[config.mk]
export PLATFORM = sky130hd
export DESIGN_NAME = game_input_scheduler
export DESIGN_NICKNAME = d
export VERILOG_FILES = /design/src/rtl/game_input_pkg.sv /design/src/rtl/key_edge_tracker.sv /design/src/rtl/game_input_scheduler.sv
export SDC_FILE = /design/constraint.sdc
export NUM_CORES = 1
export LEC_CHECK = 0
export CAP_MARGIN = 20
export CORE_MARGIN = 2
export CORE_UTILIZATION = 36
export DETAILED_ROUTE_END_ITERATION = 12
export PLACE_DENSITY = 0.68
export SYNTH_ARGS = -nofsm -noshare
export SYNTH_HDL_FRONTEND = slang
export SYNTH_HIERARCHICAL = 1
export SYNTH_SLANG_ARGS = --single-unit
[constraint.sdc]
create_clock -name clk -period 1.62 [get_ports clk]
set_input_delay 0.243 -clock clk [delete_from_list [all_inputs] [get_ports clk]]
set_output_delay 0.243 -clock clk [all_outputs]
set_load 0.02 [all_outputs]
[src/rtl/game_input_pkg.sv]
// Shared types and constants for the game input scheduler.
package game_input_pkg;

    // Resolved horizontal direction for a frame
    typedef enum logic [1:0] {
        DIR_NONE  = 2'd0,
        DIR_LEFT  = 2'd1,
        DIR_RIGHT = 2'd2
    } dir_t;

    // Default PS/2 set-2 scan codes
    localparam logic [7:0] DEF_LEFT_CODE  = 8'h6B;
    localparam logic [7:0] DEF_RIGHT_CODE = 8'h74;
    localparam logic [7:0] DEF_JUMP_CODE  = 8'h75;
    localparam logic [7:0] DEF_PAUSE_CODE = 8'h29;

    // Hold counter width; holds RAMP_TICKS up to 15
    localparam int RAMP_W = 4;

    // Key slot indices into the tracker array
    localparam int NUM_KEYS  = 4;
    localparam int KEY_LEFT  = 0;
    localparam int KEY_RIGHT = 1;
    localparam int KEY_JUMP  = 2;
    localparam int KEY_PAUSE = 3;

    // move_speed encodings
    localparam logic [1:0] SPD_NONE = 2'd0;
    localparam logic [1:0] SPD_SLOW = 2'd1;
    localparam logic [1:0] SPD_FAST = 2'd2;

endpackage

[src/rtl/key_edge_tracker.sv]
// Per-key press state with a one-cycle press edge; typematic repeats and
// releases of an unpressed key leave the state untouched.
module key_edge_tracker #(
    parameter logic [7:0] CODE = 8'h00
) (
    input  logic       clk,
    input  logic       reset,
    input  logic       valid,
    input  logic       makeBreak,
    input  logic [7:0] outCode,
    output logic       pressed,
    output logic       press_edge
);

    logic pressed_q, pressed_d;
    logic hit;

    assign hit = valid && (outCode == CODE);

    // Next press state and edge from the current event
    always_comb begin
        pressed_d  = pressed_q;
        press_edge = 1'b0;
        if (hit) begin
            if (makeBreak) begin
                if (!pressed_q) begin
                    pressed_d  = 1'b1;
                    press_edge = 1'b1;
                end
            end else begin
                pressed_d = 1'b0;
            end
        end
    end

    // Key state register
    always_ff @(posedge clk) begin
        if (reset) pressed_q <= 1'b0;
        else       pressed_q <= pressed_d;
    end

    assign pressed = pressed_q;

endmodule

[src/rtl/game_input_scheduler.sv]
// Turns decoded PS/2 key events into per-frame movement, jump and pause
// commands. Key state updates on every event; movement outputs only move on tick.
module game_input_scheduler
    import game_input_pkg::*;
#(
    parameter logic [7:0] LEFT_CODE  = DEF_LEFT_CODE,
    parameter logic [7:0] RIGHT_CODE = DEF_RIGHT_CODE,
    parameter logic [7:0] JUMP_CODE  = DEF_JUMP_CODE,
    parameter logic [7:0] PAUSE_CODE = DEF_PAUSE_CODE,
    parameter int         RAMP_TICKS = 4
) (
    input  logic       clk,
    input  logic       reset,
    input  logic       valid,
    input  logic       makeBreak,
    input  logic [7:0] outCode,
    input  logic       tick,
    output logic       move_left,
    output logic       move_right,
    output logic [1:0] move_speed,
    output logic       jump,
    output logic       paused
);

    localparam logic [NUM_KEYS-1:0][7:0] KEY_CODES = {PAUSE_CODE, JUMP_CODE, RIGHT_CODE, LEFT_CODE};
    localparam logic [RAMP_W-1:0]        RAMP_MAX  = RAMP_W'(RAMP_TICKS);

    logic [NUM_KEYS-1:0] pressed, press_edge;

    for (genvar k = 0; k < NUM_KEYS; k++) begin : g_key
        key_edge_tracker #(.CODE(KEY_CODES[k])) u_trk (
            .clk        (clk),
            .reset      (reset),
            .valid      (valid),
            .makeBreak  (makeBreak),
            .outCode    (outCode),
            .pressed    (pressed[k]),
            .press_edge (press_edge[k])
        );
    end

    // Only press edges matter for jump and pause
    logic unused_held;
    assign unused_held = ^{pressed[KEY_JUMP], pressed[KEY_PAUSE]};

    dir_t              last_dir_q, last_dir_d;
    dir_t              prev_dir_q, prev_dir_d;
    dir_t              cur_dir;
    logic [RAMP_W-1:0] hold_cnt_q, hold_cnt_d;
    logic              jump_pend_q, jump_pend_d;
    logic              paused_q, paused_d;
    logic              move_left_q, move_left_d;
    logic              move_right_q, move_right_d;
    logic [1:0]        move_speed_q, move_speed_d;
    logic              jump_q, jump_d;

    // Direction from held keys; last press breaks a tie
    always_comb begin
        cur_dir = DIR_NONE;
        case ({pressed[KEY_RIGHT], pressed[KEY_LEFT]})
            2'b01:   cur_dir = DIR_LEFT;
            2'b10:   cur_dir = DIR_RIGHT;
            2'b11:   cur_dir = last_dir_q;
            default: cur_dir = DIR_NONE;
        endcase
    end

    // Event-driven state: last pressed direction, pause toggle, pending jump
    always_comb begin
        last_dir_d  = last_dir_q;
        paused_d    = paused_q;
        jump_pend_d = jump_pend_q;
        jump_d      = 1'b0;

        if (press_edge[KEY_LEFT])       last_dir_d = DIR_LEFT;
        else if (press_edge[KEY_RIGHT]) last_dir_d = DIR_RIGHT;

        // A tick consumes the pending jump using the pre-event state
        if (tick && jump_pend_q && !paused_q) begin
            jump_d      = 1'b1;
            jump_pend_d = 1'b0;
        end
        // Jump presses made while paused are dropped so unpausing never fires a stale jump
        if (press_edge[KEY_JUMP] && !paused_q) jump_pend_d = 1'b1;
        if (press_edge[KEY_PAUSE]) begin
            paused_d    = !paused_q;
            jump_pend_d = 1'b0;
        end
    end

    // Frame update: movement and speed ramp sampled on tick
    always_comb begin
        prev_dir_d   = prev_dir_q;
        hold_cnt_d   = hold_cnt_q;
        move_left_d  = move_left_q;
        move_right_d = move_right_q;
        move_speed_d = move_speed_q;
        if (tick) begin
            if (paused_q) begin
                prev_dir_d   = DIR_NONE;
                hold_cnt_d   = '0;
                move_left_d  = 1'b0;
                move_right_d = 1'b0;
                move_speed_d = SPD_NONE;
            end else begin
                prev_dir_d = cur_dir;
                if (cur_dir != DIR_NONE && cur_dir == prev_dir_q)
                    hold_cnt_d = (hold_cnt_q == RAMP_MAX) ? hold_cnt_q : hold_cnt_q + RAMP_W'(1);
                else
                    hold_cnt_d = '0;
                move_left_d  = (cur_dir == DIR_LEFT);
                move_right_d = (cur_dir == DIR_RIGHT);
                if (cur_dir == DIR_NONE)       move_speed_d = SPD_NONE;
                else if (hold_cnt_d == RAMP_MAX) move_speed_d = SPD_FAST;
                else                             move_speed_d = SPD_SLOW;
            end
        end
    end

    // State and output registers
    always_ff @(posedge clk) begin
        if (reset) begin
            last_dir_q   <= DIR_NONE;
            prev_dir_q   <= DIR_NONE;
            hold_cnt_q   <= '0;
            jump_pend_q  <= 1'b0;
            paused_q     <= 1'b0;
            move_left_q  <= 1'b0;
            move_right_q <= 1'b0;
            move_speed_q <= SPD_NONE;
            jump_q       <= 1'b0;
        end else begin
            last_dir_q   <= last_dir_d;
            prev_dir_q   <= prev_dir_d;
            hold_cnt_q   <= hold_cnt_d;
            jump_pend_q  <= jump_pend_d;
            paused_q     <= paused_d;
            move_left_q  <= move_left_d;
            move_right_q <= move_right_d;
            move_speed_q <= move_speed_d;
            jump_q       <= jump_d;
        end
    end

    assign move_left  = move_left_q;
    assign move_right = move_right_q;
    assign move_speed = move_speed_q;
    assign jump       = jump_q;
    assign paused     = paused_q;

endmodule
run_1/power_grid.png
The bar under the picture is 20 um long. Pins as bars on the die edge.
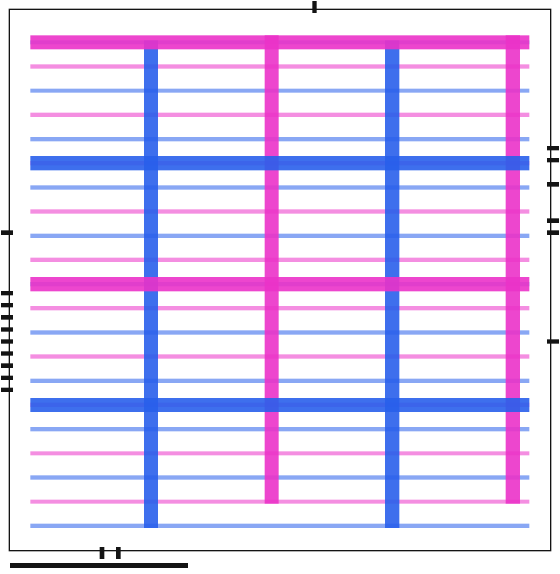
[VDD] magenta
[VSS] blue
met5 straps: 4
met4 straps: 4
met1 rails: 21
rows: 20

run_1/placement_by_type.png
The bar under the picture is 20 um long.
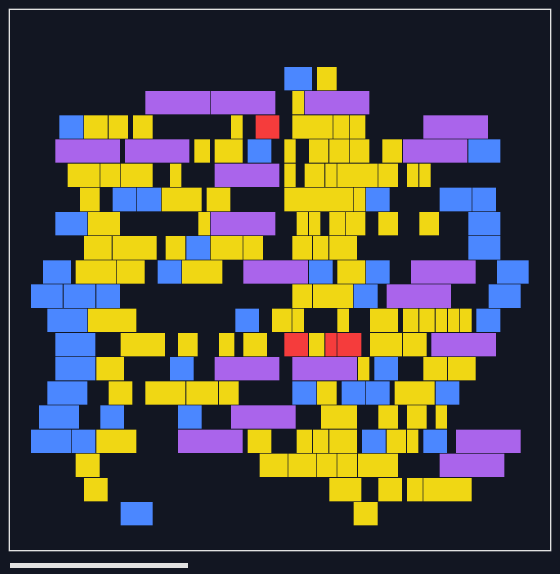
[flops] purple | cells: 19 | share of their area: 24%
[other buffers and delay cells] blue | cells: 43 | share of their area: 24%
[clock drivers and dummy loads] red | cells: 4 | share of their area: 1.7%
[combinational and other logic] yellow | cells: 104 | share of their area: 49%

run_1/clk_routes.png
The bar under the picture is 20 um long.
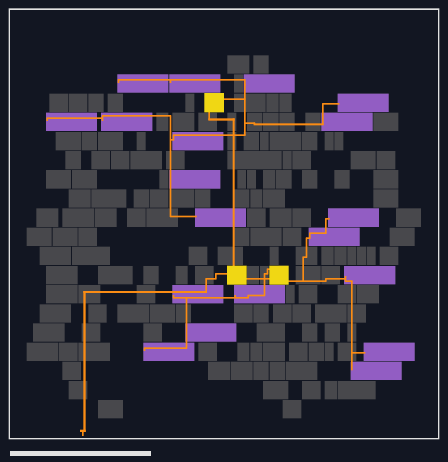
[clock drivers] yellow | count: 3
[clock wires] orange | length: 243 um
[flip-flops] purple | count: 19
routed clock nets: 4
clock network power: 246 uW
clk_lat worst skew: 0.31 ns
clock skew: 0.01169 ns
Clk network pwr share: 30.4%

==> impl_metrics.yaml, run 1 <==
# generated from flow reports
drt:
  routed_wl_mm: 2.623
  vias: 1099
  post_drt_wl_per_cell_um: 12.26
global_routing:
  grt_pass1_wl_mm: 4.202
  antenna_found_initial: 0
clocking:
  cts_buffer_depth: 2
  cts_setup_buffers: 0
  cts_buffers: 3
synth:
  top_area_share_pct: 32.79
  top_cell: "dfxtp_1"
  yosys.cell_types.count: 43
  top_cells_by_count: "dfxtp_1 (19), nand2b_1 (16), nand2_1 (7), nor2_1 (7)"
  synth-edff-count: 0
  ys_cells: 126
  syn-num-nets: 141
  top_area_cell: "dfxtp_1"
  avgSynthCellArea_um2: 9.205
timing:
  relSlewSlack_pct: 72.06
  layout_min_cycle_time_ns: 1.532
  rsz0062_at_grt: "false"
floorplan:
  core_area_um2: 3053
  ios: 19
pwr:
  p_leak_uw: 0.0006833
  vdd_ir_drop_max_uv: 257.7
status:
  status: "completed"
setup_path:
  path_max_fanout: 4
  crit_required_ns: 1.85
job:
  maxCapViolations: 0
  tool_warnings: 27
## run 1: final cells by class
cell class              count  area (um^2)
inverters                   6        22.52
clock buffers               4        26.28
multi-input cells          98        745.7
repair buffers             43        380.4
well taps                  44        55.05
fillers                   311         1443
flip-flops and latches     19        380.4
## run 1: layout by cell type (no fill, tap or decap), drive strengths merged, types with 2 or more instances in the layout
cell and instances:
dfxtp 19, and2 2, or4b 2, dlygate4sd2 2, mux2i 5, nand2 8
a211oi 4, dlymetal6s2s 6, a31oi 2, o31ai 2, buf 25, o311ai 3
o21ai 2, nor2 7, clkdlybuf4s50 10, nand4b 4, clkbuf 4, nor3b 6
nor2b 4, nand2b 16, ha 2, nand3b 4, nand3 3, a21oi 6
inv 6
## run 1: cells by family after synthesis
kind of cell,count (synthesis),synth area share [%]
muxes,5,4.315
DFF,19,32.79
xor gates and xnor gates,1,0.7553
buffers and inverters,9,2.912
adders and majority gates,2,2.157
AOI/OAI and AO/OA,25,16.94
and+or+nand+nor,65,40.13
## run 1: metrics by stage
stage	hold WS [ns]	cells	total power, uW	setup TNS [ns]	setup slack (ns)
after floorplan	0.3119	126	509.7	0	0.02860
after global placement	0.4394	210	572.0	-1.066	-0.2452
after detailed placement	0.4475	210	576.1	-1.370	-0.3282
after CTS	0.4616	214	809.1	0	0.009927
after global routing	0.4968	214	833.9	0	0.009149
final	0.4538	214	808.5	0	0.08767
## run 1: worst max-delay path: cells and delay by family
kind	cells	cell delay, ns
AOI/OAI and AO/OA	1	0.11
buffers and inverters	1	0.47
and+or+nand+nor	3	0.94
## run 1: registers in the layout, summed over array words and instances, names as in the netlist, 2 cells and up
register	count
move_speed	2
g_key.u_trk/pressed	4
last_dir_q	2
hold_cnt_q	4
prev_dir_q	2
## run 1: path summary, 6_finish.rpt
path / start / endpoint / slack [ns] / cells after the start
worst max-delay path: outCode[7] / jump_pend_q$_SDFFE_PP0P_ / 0.09 / 5
worst max register to register: hold_cnt_q[0]$_SDFFE_PP0P_ / move_speed[0]$_SDFFE_PP0P_ / 0.10 / 6
worst min-delay path: move_speed[1]$_SDFFE_PP0P_ / move_speed[1]$_SDFFE_PP0P_ / 0.45 / 2
worst min register to register: move_speed[1]$_SDFFE_PP0P_ / move_speed[1]$_SDFFE_PP0P_ / 0.45 / 2
## run 1: layer usage
metal / wire length, um / vias to the layer above / GRT usage (%) / part of all wire (%)
met2: 1319 / 31 / 28.11 / 50
met3: 127 / 4 / 2.559 / 4.8
met5: 0 / - / 0 / 0
met4: 42 / 0 / 5.590 / 1.6
li1: - / 560 / - / -
met1: 1133 / 504 / 17.05 / 43
## run 1: where the power goes
group          internal [uW]  total [uW]  switching, uW
sequential               467         467          0.265
clock                   96.1         246            150
combinational           55.6        95.0           39.3
## run 1: repair_timing
item,4_1_cts,5_1_grt
setup endpoints to repair,2,4
resized,2,7
pin swaps,1,2
## Run 2: what changed since run 1
--- a/config.mk
+++ b/config.mk
@@ -6,7 +6,6 @@
 export NUM_CORES = 1
 export LEC_CHECK = 0
 export CAP_MARGIN = 20
-export CORE_MARGIN = 2
 export CORE_UTILIZATION = 36
 export DETAILED_ROUTE_END_ITERATION = 12
 export PLACE_DENSITY = 0.68
==> impl_metrics.yaml, run 2 <==
# generated from flow reports
setup_path:
  crit_required_ns: 1.86
  max_stage_delay_ns: 0.53
  reg2reg_depth: 7
  path_max_fanout: 4
  regToRegEndpoint: "move_speed[0]$_SDFFE_PP0P_"
  r2r_start: "hold_cnt_q[0]$_SDFFE_PP0P_"
job:
  tool_warnings: 27
  maxCapViolations: 0
final_layout:
  final_cell_mix: "buf_4 (22), dfxtp_1 (19), nand2b_1 (16), clkdlybuf4s50_1 (16)"
  comb_area_um2: 755.7
  final_common_cell: "buf_4"
  flop_area_um2: 380.4
global_routing:
  grt_util_met3_pct: 3.956
  grt.met2_usage_pct: 31.49
  antenna_found_initial: 0
  grt_pass1_wl_mm: 4.519
  grt_use_met1_pct: 18.62
pwr:
  p_leak_uw: 0.0006281
  power_uw: 810.8
synth:
  yosys.cell_types.count: 43
  yosys_most_used_dff: "dfxtp_1"
  synth-edff-count: 0
  top_area_cell: "dfxtp_1"
  synth_flops: 19
  avgSynthCellArea_um2: 9.205
  top_cell: "dfxtp_1"
  ys_cells: 126
  top_area_share_pct: 32.79
  syn-num-nets: 141
  top_cells_by_count: "dfxtp_1 (19), nand2b_1 (16), nand2_1 (7), nor2_1 (7)"
  synthCells: 126
min_path:
  holdPathStages: 4
  worstHoldEndpoint: "g_key[1].u_trk/pressed$_SDFFE_PP0P_"
  hold_start: "outCode[3]"
clocking:
  cts_buffer_depth: 2
  cts_buffers: 3
  cts_setup_buffers: 0
  clkLatencyLatePin_ns: 0.31
timing:
  fin_hold_ws_ns: 0.4436
  clock_skew_ns: 0.004785
  setup_ws_ns: 0.05683
  layout_min_cycle_time_ns: 1.563
  rsz0062_at_grt: "false"
  relSlewSlack_pct: 76.66
status:
  status: "completed"
floorplan:
  ios: 19
  dieArea_um2: 3453
placed_design:
  post-place-ws_ns: -0.3040
[run 2: cell counts after synthesis]
Identical to the previous run, type by type.
[run 2: worst max-delay path by stage]
stage	from	end	slack [ns]	cells past startpoint
2_1_floorplan	hold_cnt_q[0]$_SDFFE_PP0P_	move_speed[0]$_SDFFE_PP0P_	0.03	6
3_3_place_gp	outCode[3]	jump_pend_q$_SDFFE_PP0P_	-0.23	6
3_5_place_dp	outCode[3]	jump_pend_q$_SDFFE_PP0P_	-0.30	6
4_1_cts	outCode[3]	jump_pend_q$_SDFFE_PP0P_	0.01	6
5_1_grt	hold_cnt_q[0]$_SDFFE_PP0P_	move_speed[0]$_SDFFE_PP0P_	0.002	7
6_report	outCode[6]	jump_pend_q$_SDFFE_PP0P_	0.06	6
[run 2: timing repair]
item	CTS	global route
resized	2	3
pin swaps	0	1
endpoints found under the setup margin	2	4
hold buffers	0	0
gates cloned	0	0
[run 2: final cells by class]
type | instances | share of cell area [%]
clock inverter | 1 | 0.3152
timing repair buffer | 40 | 21.83
tap | 44 | 3.467
multi-input combinational | 98 | 47.60
sequential | 19 | 23.96
clock buffer | 3 | 1.418
inverter | 6 | 1.418
[run 2: cells by family after synthesis]
logic type      count (synthesis)  share of synthesized area (%)
compound gates                 25                          16.94
xor+xnor                        1                         0.7553
fa+ha+maj                       2                          2.157
buf+inv                         9                          2.912
flops                          19                          32.79
mux                             5                          4.315
simple gates                   65                          40.13
[run 2: stage by stage]
stage                     std cells  setup TNS (ns)  utilization (%)
final                           211               0            52.01
after global routing            211               0            52.01
after CTS                       211               0            51.60
after global placement          207          -1.081            50.74
after detailed placement        207          -1.384            50.74
after floorplan                 126               0                -
[run 2: routing by layer]
layer | part of all wire [%] | wire, um
met5 | 0 | 0
met4 | 1.6 | 40
met2 | 54 | 1374
met1 | 41 | 1051
met3 | 3.3 | 83
[run 2: critical path, delay by kind of cell]
| kind | cells | cell delay [ns] |
|---|---|---|
| buf+inv | 1 | 0.52 |
| compound gates | 1 | 0.10 |
| simple gates | 4 | 0.94 |
[run 2: report_power, final]
| group | internal, uW | total [uW] | switching, uW |
|---|---|---|---|
| logic | 56.9 | 94.8 | 37.9 |
| clock network | 92.3 | 248 | 156 |
| registers | 467 | 467 | 0.265 |
| total | 616 | 811 | 194 |
run_2/power_grid.png
The bar under the picture is 20 um long. Pins as bars on the die edge.
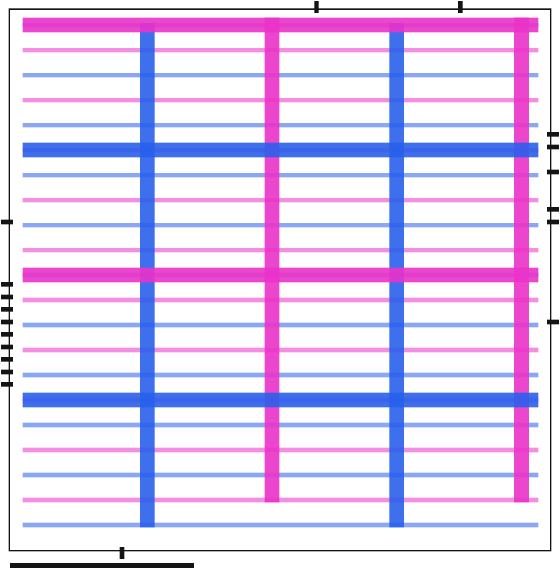
[VDD] magenta
[VSS] blue
rows: 20
met5 straps: 4
met1 rails: 21
Die Y: 58.76 um
Die X-Extent: 58.76 um
CORE AREA: 3053 um^2
Peak VDD IR: 170.4 uV

run_2/placement.png
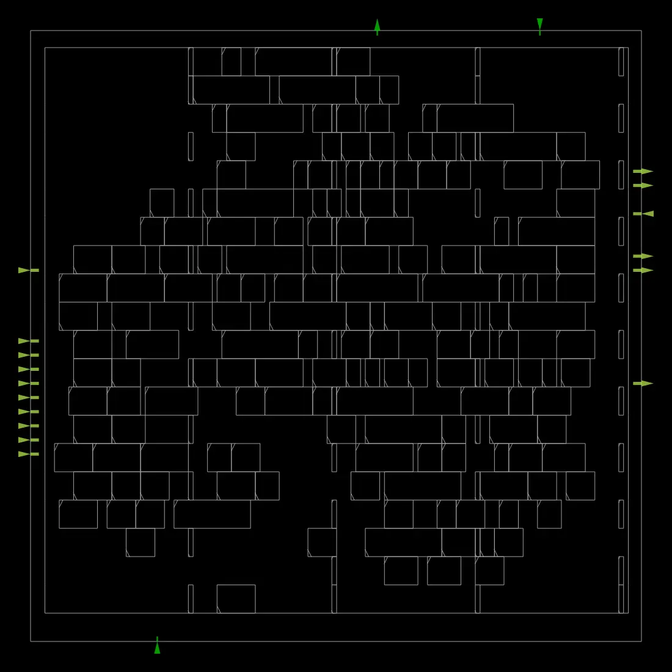
# Taps: 44
Filler Cells Inserted: 294
Final Util: 52.01%
# rows: 20

run_2/wires.png
Only two layers are drawn.
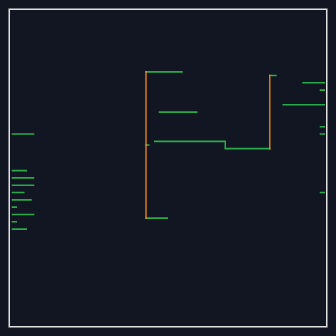
[metal 3] green | wire length: 83.5 um
[metal 4] orange | wire length: 40.8 um
gr usage total: 17.15%
final WL: 2.550 mm
WL per Instance: 12.09 um
DR vias: 1087

Power figures rest on the tool's default switching activity, not on a simulated workload.
